==> src/rtl/ptn_gen_multi.sv <==
// Multi-pattern video generator: own H/V timing, six test patterns, frame-boundary
// pattern switching and a two-stage registered pipeline with aligned sync outputs.
module ptn_gen_multi #(
  parameter int H_ACTIVE    = 1920,
  parameter int V_ACTIVE    = 1080,
  parameter int H_TOTAL     = 2400,
  parameter int V_TOTAL     = 1400,
  parameter int CNT_W       = 12,
  parameter int PIXEL_W     = 8,
  parameter int NUM_BANDS   = 10,
  parameter int RAMP_SHIFT  = 3,
  parameter int CHECK_SHIFT = 6,
  parameter int MOVE_STEP   = 8
) (
  input  logic                   i_clk,
  input  logic                   i_rst,
  input  logic                   i_en,
  input  logic [2:0]             i_ptn_sel,
  input  logic [3*PIXEL_W-1:0]   i_solid_rgb,
  output logic [PIXEL_W-1:0]     o_R_data,
  output logic [PIXEL_W-1:0]     o_G_data,
  output logic [PIXEL_W-1:0]     o_B_data,
  output logic                   o_VSync,
  output logic                   o_HSync,
  output logic                   o_DE,
  output logic                   o_frame_start,
  output logic [2:0]             o_ptn_active
);

  localparam logic [CNT_W-1:0]   H_ACT    = CNT_W'(H_ACTIVE);
  localparam logic [CNT_W-1:0]   V_ACT    = CNT_W'(V_ACTIVE);
  localparam logic [CNT_W-1:0]   H_LAST   = CNT_W'(H_TOTAL - 1);
  localparam logic [CNT_W-1:0]   V_LAST   = CNT_W'(V_TOTAL - 1);
  localparam logic [CNT_W-1:0]   BH_M1    = CNT_W'(V_ACTIVE / NUM_BANDS - 1);
  localparam logic [CNT_W-1:0]   NB_M1    = CNT_W'(NUM_BANDS - 1);
  localparam logic [CNT_W-1:0]   BW_M1    = CNT_W'(H_ACTIVE / 8 - 1);
  localparam logic [CNT_W-1:0]   BAR_W    = CNT_W'(1 << CHECK_SHIFT);
  localparam logic [CNT_W-1:0]   MSTEP    = CNT_W'(MOVE_STEP);
  localparam logic [CNT_W-1:0]   RAMP_MAX = CNT_W'((1 << PIXEL_W) - 1);
  localparam logic [PIXEL_W-1:0] PMAX     = '1;
  localparam logic [PIXEL_W-1:0] STEP     = PIXEL_W'(((1 << PIXEL_W) - 1) / (NUM_BANDS - 1));

  logic [CNT_W-1:0]     hcnt_q, hcnt_d, vcnt_q, vcnt_d;
  logic [CNT_W-1:0]     line_q, line_d, band_q, band_d;
  logic [CNT_W-1:0]     bpx_q, bpx_d, off_q, off_d, offn_q, offn_d;
  logic [2:0]           bar_q, bar_d, ptn_q, ptn_d;
  logic [PIXEL_W-1:0]   lvl_q, lvl_d;
  logic [3*PIXEL_W-1:0] solid_q, solid_d;
  logic [CNT_W:0]       offn_sum;
  logic                 frame_b;

  logic [2:0]           ptn_e;
  logic [CNT_W-1:0]     off_e, rsh, mdiff;
  logic [PIXEL_W-1:0]   ramp;
  logic [3*PIXEL_W-1:0] solid_e;

  logic                 s1_de_q, s1_hs_q, s1_vs_q, s1_fs_q, s1_chk_q, s1_mbar_q;
  logic [2:0]           s1_ptn_q, s1_bar_q;
  logic [PIXEL_W-1:0]   s1_lvl_q, s1_ramp_q;
  logic [3*PIXEL_W-1:0] s1_solid_q;

  logic [3*PIXEL_W-1:0] rgb_d, rgb_q;
  logic                 vs_q, hs_q, de_q, fs_q;
  logic [2:0]           pa_q;

  // Timing counters plus the divider-free band and colour-bar trackers that follow them.
  always_comb begin
    hcnt_d   = hcnt_q;
    vcnt_d   = vcnt_q;
    line_d   = line_q;
    band_d   = band_q;
    lvl_d    = lvl_q;
    bpx_d    = bpx_q;
    bar_d    = bar_q;
    ptn_d    = ptn_q;
    solid_d  = solid_q;
    off_d    = off_q;
    offn_d   = offn_q;
    frame_b  = i_en && (hcnt_q == '0) && (vcnt_q == '0);
    offn_sum = {1'b0, offn_q} + {1'b0, MSTEP};
    if (!i_en) begin
      hcnt_d = '0;
      vcnt_d = '0;
      line_d = '0;
      band_d = '0;
      lvl_d  = '0;
      bpx_d  = '0;
      bar_d  = '0;
    end else begin
      if (frame_b) begin
        ptn_d   = i_ptn_sel;
        solid_d = i_solid_rgb;
        off_d   = offn_q;
        offn_d  = (offn_sum >= {1'b0, H_ACT}) ? CNT_W'(offn_sum - {1'b0, H_ACT})
                                               : offn_sum[CNT_W-1:0];
      end
      if (hcnt_q == H_LAST) begin
        hcnt_d = '0;
        bpx_d  = '0;
        bar_d  = '0;
        if (vcnt_q == V_LAST) begin
          vcnt_d = '0;
          line_d = '0;
          band_d = '0;
          lvl_d  = '0;
        end else begin
          vcnt_d = vcnt_q + 1'b1;
          if (vcnt_q < V_ACT) begin
            if (line_q == BH_M1) begin
              line_d = '0;
              if (band_q < NB_M1) begin
                band_d = band_q + 1'b1;
                lvl_d  = (band_q + 1'b1 == NB_M1) ? PMAX : lvl_q + STEP;
              end
            end else begin
              line_d = line_q + 1'b1;
            end
          end
        end
      end else begin
        hcnt_d = hcnt_q + 1'b1;
        if (bpx_q == BW_M1) begin
          bpx_d = '0;
          if (bar_q != 3'd7) bar_d = bar_q + 1'b1;
        end else begin
          bpx_d = bpx_q + 1'b1;
        end
      end
    end
  end

  // The boundary pixel itself must already use the newly selected values.
  assign ptn_e   = frame_b ? i_ptn_sel   : ptn_q;
  assign off_e   = frame_b ? offn_q      : off_q;
  assign solid_e = frame_b ? i_solid_rgb : solid_q;
  assign rsh     = hcnt_q >> RAMP_SHIFT;
  assign ramp    = (rsh > RAMP_MAX) ? PMAX : rsh[PIXEL_W-1:0];
  assign mdiff   = (hcnt_q >= off_e) ? hcnt_q - off_e : hcnt_q + H_ACT - off_e;

  always_comb begin
    rgb_d = '0;
    if (s1_de_q) begin
      case (s1_ptn_q)
        3'd0:    rgb_d = {3{s1_lvl_q}};
        3'd1:    rgb_d = {3{s1_ramp_q}};
        3'd2:    rgb_d = {{PIXEL_W{~s1_bar_q[1]}}, {PIXEL_W{~s1_bar_q[2]}}, {PIXEL_W{~s1_bar_q[0]}}};
        3'd3:    rgb_d = {3*PIXEL_W{s1_chk_q}};
        3'd4:    rgb_d = s1_solid_q;
        3'd5:    rgb_d = {3*PIXEL_W{s1_mbar_q}};
        default: rgb_d = '0;
      endcase
    end
  end

  always_ff @(posedge i_clk) begin
    if (i_rst) begin
      hcnt_q     <= '0;
      vcnt_q     <= '0;
      line_q     <= '0;
      band_q     <= '0;
      lvl_q      <= '0;
      bpx_q      <= '0;
      bar_q      <= '0;
      ptn_q      <= '0;
      solid_q    <= '0;
      off_q      <= '0;
      offn_q     <= '0;
      s1_de_q    <= 1'b0;
      s1_hs_q    <= 1'b0;
      s1_vs_q    <= 1'b0;
      s1_fs_q    <= 1'b0;
      s1_chk_q   <= 1'b0;
      s1_mbar_q  <= 1'b0;
      s1_ptn_q   <= '0;
      s1_bar_q   <= '0;
      s1_lvl_q   <= '0;
      s1_ramp_q  <= '0;
      s1_solid_q <= '0;
      rgb_q      <= '0;
      vs_q       <= 1'b0;
      hs_q       <= 1'b0;
      de_q       <= 1'b0;
      fs_q       <= 1'b0;
      pa_q       <= '0;
    end else begin
      hcnt_q  <= hcnt_d;
      vcnt_q  <= vcnt_d;
      line_q  <= line_d;
      band_q  <= band_d;
      lvl_q   <= lvl_d;
      bpx_q   <= bpx_d;
      bar_q   <= bar_d;
      ptn_q   <= ptn_d;
      solid_q <= solid_d;
      off_q   <= off_d;
      offn_q  <= offn_d;
      if (!i_en) begin
        s1_de_q    <= 1'b0;
        s1_hs_q    <= 1'b0;
        s1_vs_q    <= 1'b0;
        s1_fs_q    <= 1'b0;
        s1_chk_q   <= 1'b0;
        s1_mbar_q  <= 1'b0;
        s1_ptn_q   <= '0;
        s1_bar_q   <= '0;
        s1_lvl_q   <= '0;
        s1_ramp_q  <= '0;
        s1_solid_q <= '0;
        rgb_q      <= '0;
        vs_q       <= 1'b0;
        hs_q       <= 1'b0;
        de_q       <= 1'b0;
        fs_q       <= 1'b0;
        pa_q       <= '0;
      end else begin
        s1_de_q    <= (hcnt_q < H_ACT) && (vcnt_q < V_ACT);
        s1_hs_q    <= hcnt_q >= H_ACT;
        s1_vs_q    <= vcnt_q >= V_ACT;
        s1_fs_q    <= frame_b;
        s1_chk_q   <= hcnt_q[CHECK_SHIFT] ^ vcnt_q[CHECK_SHIFT];
        s1_mbar_q  <= mdiff < BAR_W;
        s1_ptn_q   <= ptn_e;
        s1_bar_q   <= bar_q;
        s1_lvl_q   <= lvl_q;
        s1_ramp_q  <= ramp;
        s1_solid_q <= solid_e;
        rgb_q      <= rgb_d;
        vs_q       <= s1_vs_q;
        hs_q       <= s1_hs_q;
        de_q       <= s1_de_q;
        fs_q       <= s1_fs_q;
        pa_q       <= s1_ptn_q;
      end
    end
  end

  assign o_R_data      = rgb_q[3*PIXEL_W-1:2*PIXEL_W];
  assign o_G_data      = rgb_q[2*PIXEL_W-1:PIXEL_W];
  assign o_B_data      = rgb_q[PIXEL_W-1:0];
  assign o_VSync       = vs_q;
  assign o_HSync       = hs_q;
  assign o_DE          = de_q;
  assign o_frame_start = fs_q;
  assign o_ptn_active  = pa_q;

endmodule
==> config.mk <==
export PLATFORM = sky130hd
export DESIGN_NAME = ptn_gen_multi
export DESIGN_NICKNAME = d
export VERILOG_FILES = /design/src/rtl/ptn_gen_multi.sv
export SDC_FILE = /design/constraint.sdc
export NUM_CORES = 1
export LEC_CHECK = 0
export ABC_AREA = 1
export CAP_MARGIN = 25
export CORE_ASPECT_RATIO = 1.4
export CORE_UTILIZATION = 60
export DETAILED_ROUTE_END_ITERATION = 10
export GPL_TIMING_DRIVEN = 0
export HOLD_SLACK_MARGIN = 0.15
export PLACE_DENSITY_LB_ADDON = 0.08
export SYNTH_ARGS = -nofsm -noshare
export SYNTH_HDL_FRONTEND = slang
export SYNTH_SLANG_ARGS = --single-unit
export TNS_END_PERCENT = 5
==> constraint.sdc <==
create_clock -name i_clk -period 4.55 [get_ports i_clk]
set_clock_uncertainty 0.15 [all_clocks]
set_input_delay 0.91 -clock i_clk [delete_from_list [all_inputs] [get_ports i_clk]]
set_output_delay 0.91 -clock i_clk [all_outputs]
set_load 0.02 [all_outputs]
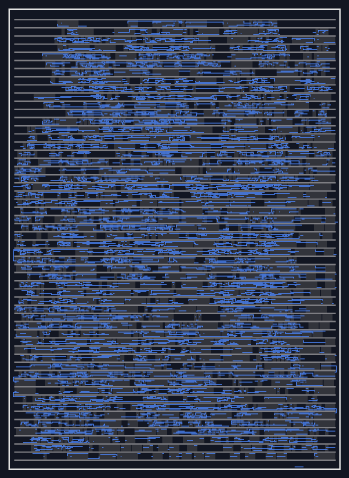
(images/m1.png)
Scale: 3 px per µm. Supply wires on this layer in grey. Cells faint in the background.
- nets with wire on the layer: 1411
- longest straight run: 35.0 µm
Detailed Route WL: 23300 µm
total via count in the routed design: 8782
met1 demand-to-capacity share in global routing: 32.7%

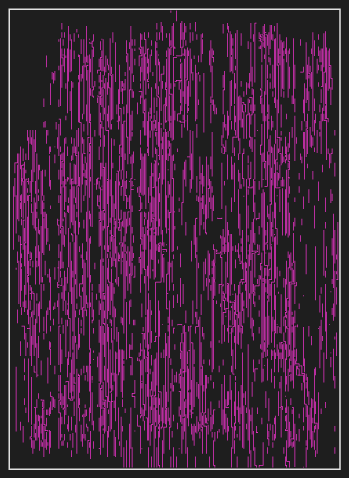
(images/m2.png)
Scale: 3 px per µm.
- nets with wire on the layer: 1231
- longest straight run: 77.9 µm
met2 Track Usage GR: 52.9%

==> results.py <==
# Metrics from the implementation run
metrics = {
    "synth": {
        "fp_nets": 1430,
        "synthesis.area_um2": 9750,
        "synth.yosys.warnings": 0,
        "yosys_area_um2": 9750,
        "synthFlopType": "dfxtp_1",
        "portion_of_the_post_synthesis_area_used_by_sequential_elements_pct": 41.1,
        "numSynthFlops": 200,
        "yosys.area.top_type": "dfxtp_1",
        "count_of_flip_flops_with_a_built_in_enable_after_synthesis": 0,
        "ffs_w_async_s_r_synth_pct": 0,
        "synth.top_cells.by_count": "nand2_1, inv_1, dfxtp_1",
        "syn_inst": 1354,
        "synth.top_cell.area_share_pct": 41.1,
        "most_repeated_cell_in_the_gate_level_netlist_after_synthesis": "nand2_1",
        "yosysCellCount": 1354,
    },
    "power": {
        "vdd_drop_max_mv": 0.380,
        "cellPowerDensity_nw_per_um2": 335,
        "leakagePower_nw": 4.98,
    },
    "clocking": {
        "clkSlewWorstSetupHoldPaths_ps": 70,
        "tritoncts_num_sinks": 200,
        "post_cts.resized_instances": 3,
        "buffer_cell_driving_the_clock_tree_root": "clkbuf_16",
        "clkLatencyLatePin_ps": 440,
        "h-tree-depth": 4,
        "post-cts-setup-buffer-count": 0,
        "maximum_number_of_buffers_from_clock_root_to_sink": 2,
    },
    "hold_path": {
        "worst_hold_path.endpoint": "o_frame_start",
        "hold_depth": 2,
        "min_path_type": "flop to flop",
    },
    "setup_path": {
        "timing.critical_path.buf_inv": 4,
        "type_of_the_worst_setup_path": "primary input to flop",
        "end_kind": "flop",
        "crit_required_ps": 4740,
        "worst_r2r_endpoint": "s1_mbar_q",
        "reg2reg_from": "hcnt_q[6]",
        "r2r_cells": 21,
        "timing.critical_path.from_type": "primary input",
        "critical_path_peak_fanout": 10,
        "worst-path-stages": 20,
        "path_common_cell": "nand2_1",
        "crit_end": "s1_mbar_q",
        "critPathArrivalTime_ps": 4550,
    },
    "floorplanning": {
        "fp_util_pct": 61.9,
        "rows": 54,
        "chipWidth_um": 110,
        "die_area_um2": 16800,
        "io_pins": 61,
        "die_y_um": 153,
    },
    "cells_and_area": {
        "layout.core_utilization_pct": 71.6,
        "drive_gt1_share_pct": 5.95,
        "antenna_cells": 0,
        "nNetsFinal": 1509,
        "fillers": 1330,
        "syn_to_final_growth_pct": 15.6,
        "final-instance-count-excl-fill": 1642,
        "lay_top_count": "nand2_1",
    },
    "sta": {
        "fmaxAchievable_mhz": 229,
        "report.final.setup_viol": 0,
        "whs_ps": 268,
        "worst_slew_margin_rel_pct": 57.5,
        "final_critical_path_setup_slack_ps": 186,
        "finalHoldViolations": 0,
        "timing_max_transition_violations_final": 0,
        "timing.final.crit_share_pct": 95.9,
        "worst_slew_pin_slew_ps": 633,
        "layout_min_cycle_time_ps": 4360,
    },
    "route": {
        "detailroute.wirelength.met2_um": 12100,
        "routed.top_layer": "met4",
        "m1WireLength_um": 9410,
        "routed_wire_length_per_instance_um": 14.2,
        "first_pass_iters": 5,
        "final_antenna_net_count": 0,
        "vias_per_cell": 5.35,
        "drt_iter0_markers": 571,
        "detail_route.drc_violations": 0,
        "met3RoutedLength_um": 880,
    },
    "global_route": {
        "number_of_global_route_vias_before_repair": 8504,
        "grt_busiest_layer": "met2",
        "grt_use_total_pct": 29.3,
        "grt_start_max_net_pins": 21,
        "grt_first_pass_wirelength_um": 38400,
    },
    "place": {
        "pre_cts_worst_setup_slack_ps": -583,
        "final_weighted_congestion_in_routability_driven_placement": 0.903,
        "numPortBuffers": 60,
        "dpl.hpwl_um": 17900,
        "place_inst": 1610,
    },
    "outcome": {
        "outcome": "finished clean",
    },
    "job": {
        "max_cap_viol_count": 0,
        "tool_warnings": 42,
    },
}
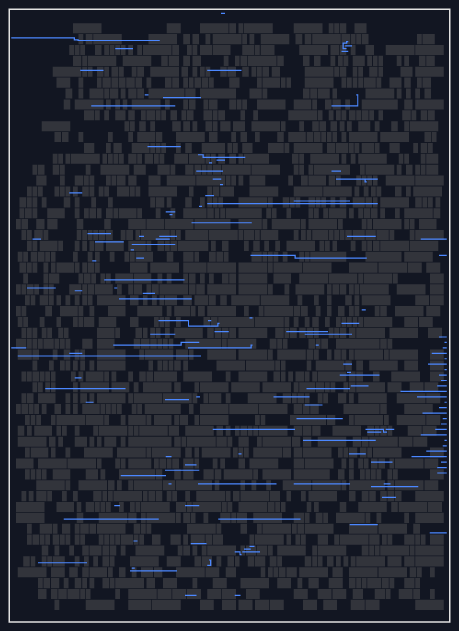
(images/m3.png)
Scale: 4 px per µm. Cells faint in the background.
- share of all routed wire: 3.8%
- wire length on this layer: 881 µm
- main direction: horizontal
- longest straight run: 45.5 µm
grt met3 use: 4.19%

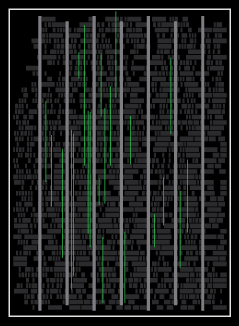
(images/m4.png)
Scale: 2 px per µm. Supply wires on this layer in grey. Cells faint in the background.
- longest straight run: 79.6 µm
- share of all routed wire: 3.9%

-- worst min-delay path, delay by kind of cell (launching register included) --
family	cells	cell delay, ps
buf+inv	1	40
flops	1	300
simple gates	1	40
-- cell type report --
cell class	count	area, µm²	share of cell area [%]
buffer	34	140	1.24
clock buffer	17	425	3.78
clock inverter	15	206	1.83
inverter	233	875	7.76
multi-input combinational	887	4770	42.3
sequential	200	4000	35.5
tap	196	245	2.18
timing repair buffer	60	601	5.33
-- registers in the layout, summed over array words and instances (netlist names), 3 cells and up --
| signal | flops |
|---|---|
| bpx_q | 12 |
| s1_ramp_q | 8 |
| hcnt_q | 12 |
| vcnt_q | 12 |
| band_q | 12 |
| bar_q | 3 |
| solid_q | 24 |
| rgb_q | 24 |
| o_ptn_active | 3 |
| offn_q | 9 |
| s1_bar_q | 3 |
| s1_ptn_q | 3 |
| ptn_q | 3 |
| s1_lvl_q | 7 |
| s1_solid_q | 24 |
| line_q | 12 |
| off_q | 12 |
| lvl_q | 7 |
-- metrics by stage --
| stage | power, mW | TNS (ps) | area [µm²] |
|---|---|---|---|
| after global routing | 3.91 | -4.78 | 11300 |
| after global placement | 2.21 | -608 | 10600 |
| after detailed placement | 2.22 | -583 | 10600 |
| after floorplan | 2.11 | 0 | 9750 |
| after CTS | 3.78 | 0 | 11200 |
| final | 3.77 | 0 | 11300 |
-- logic make-up after synthesis --
group                    after synthesis  synth area share, %
AND-OR/OR-AND                        196                 11.6
adder cells (fa/ha/maj)               46                 6.37
flip-flops                           200                 41.1
XOR/XNOR                              26                 2.34
AND/OR/NAND/NOR                      619                 28.2
buffers and inverters                267                 10.4
-- report_power, final --
group,switching [mW],internal (mW)
Combinational,0.245,0.136
Sequential,0.0173,1.79
Clock,0.736,0.845
Total,0.999,2.77
Power figures rest on the tool's default switching activity, not on a simulated workload.
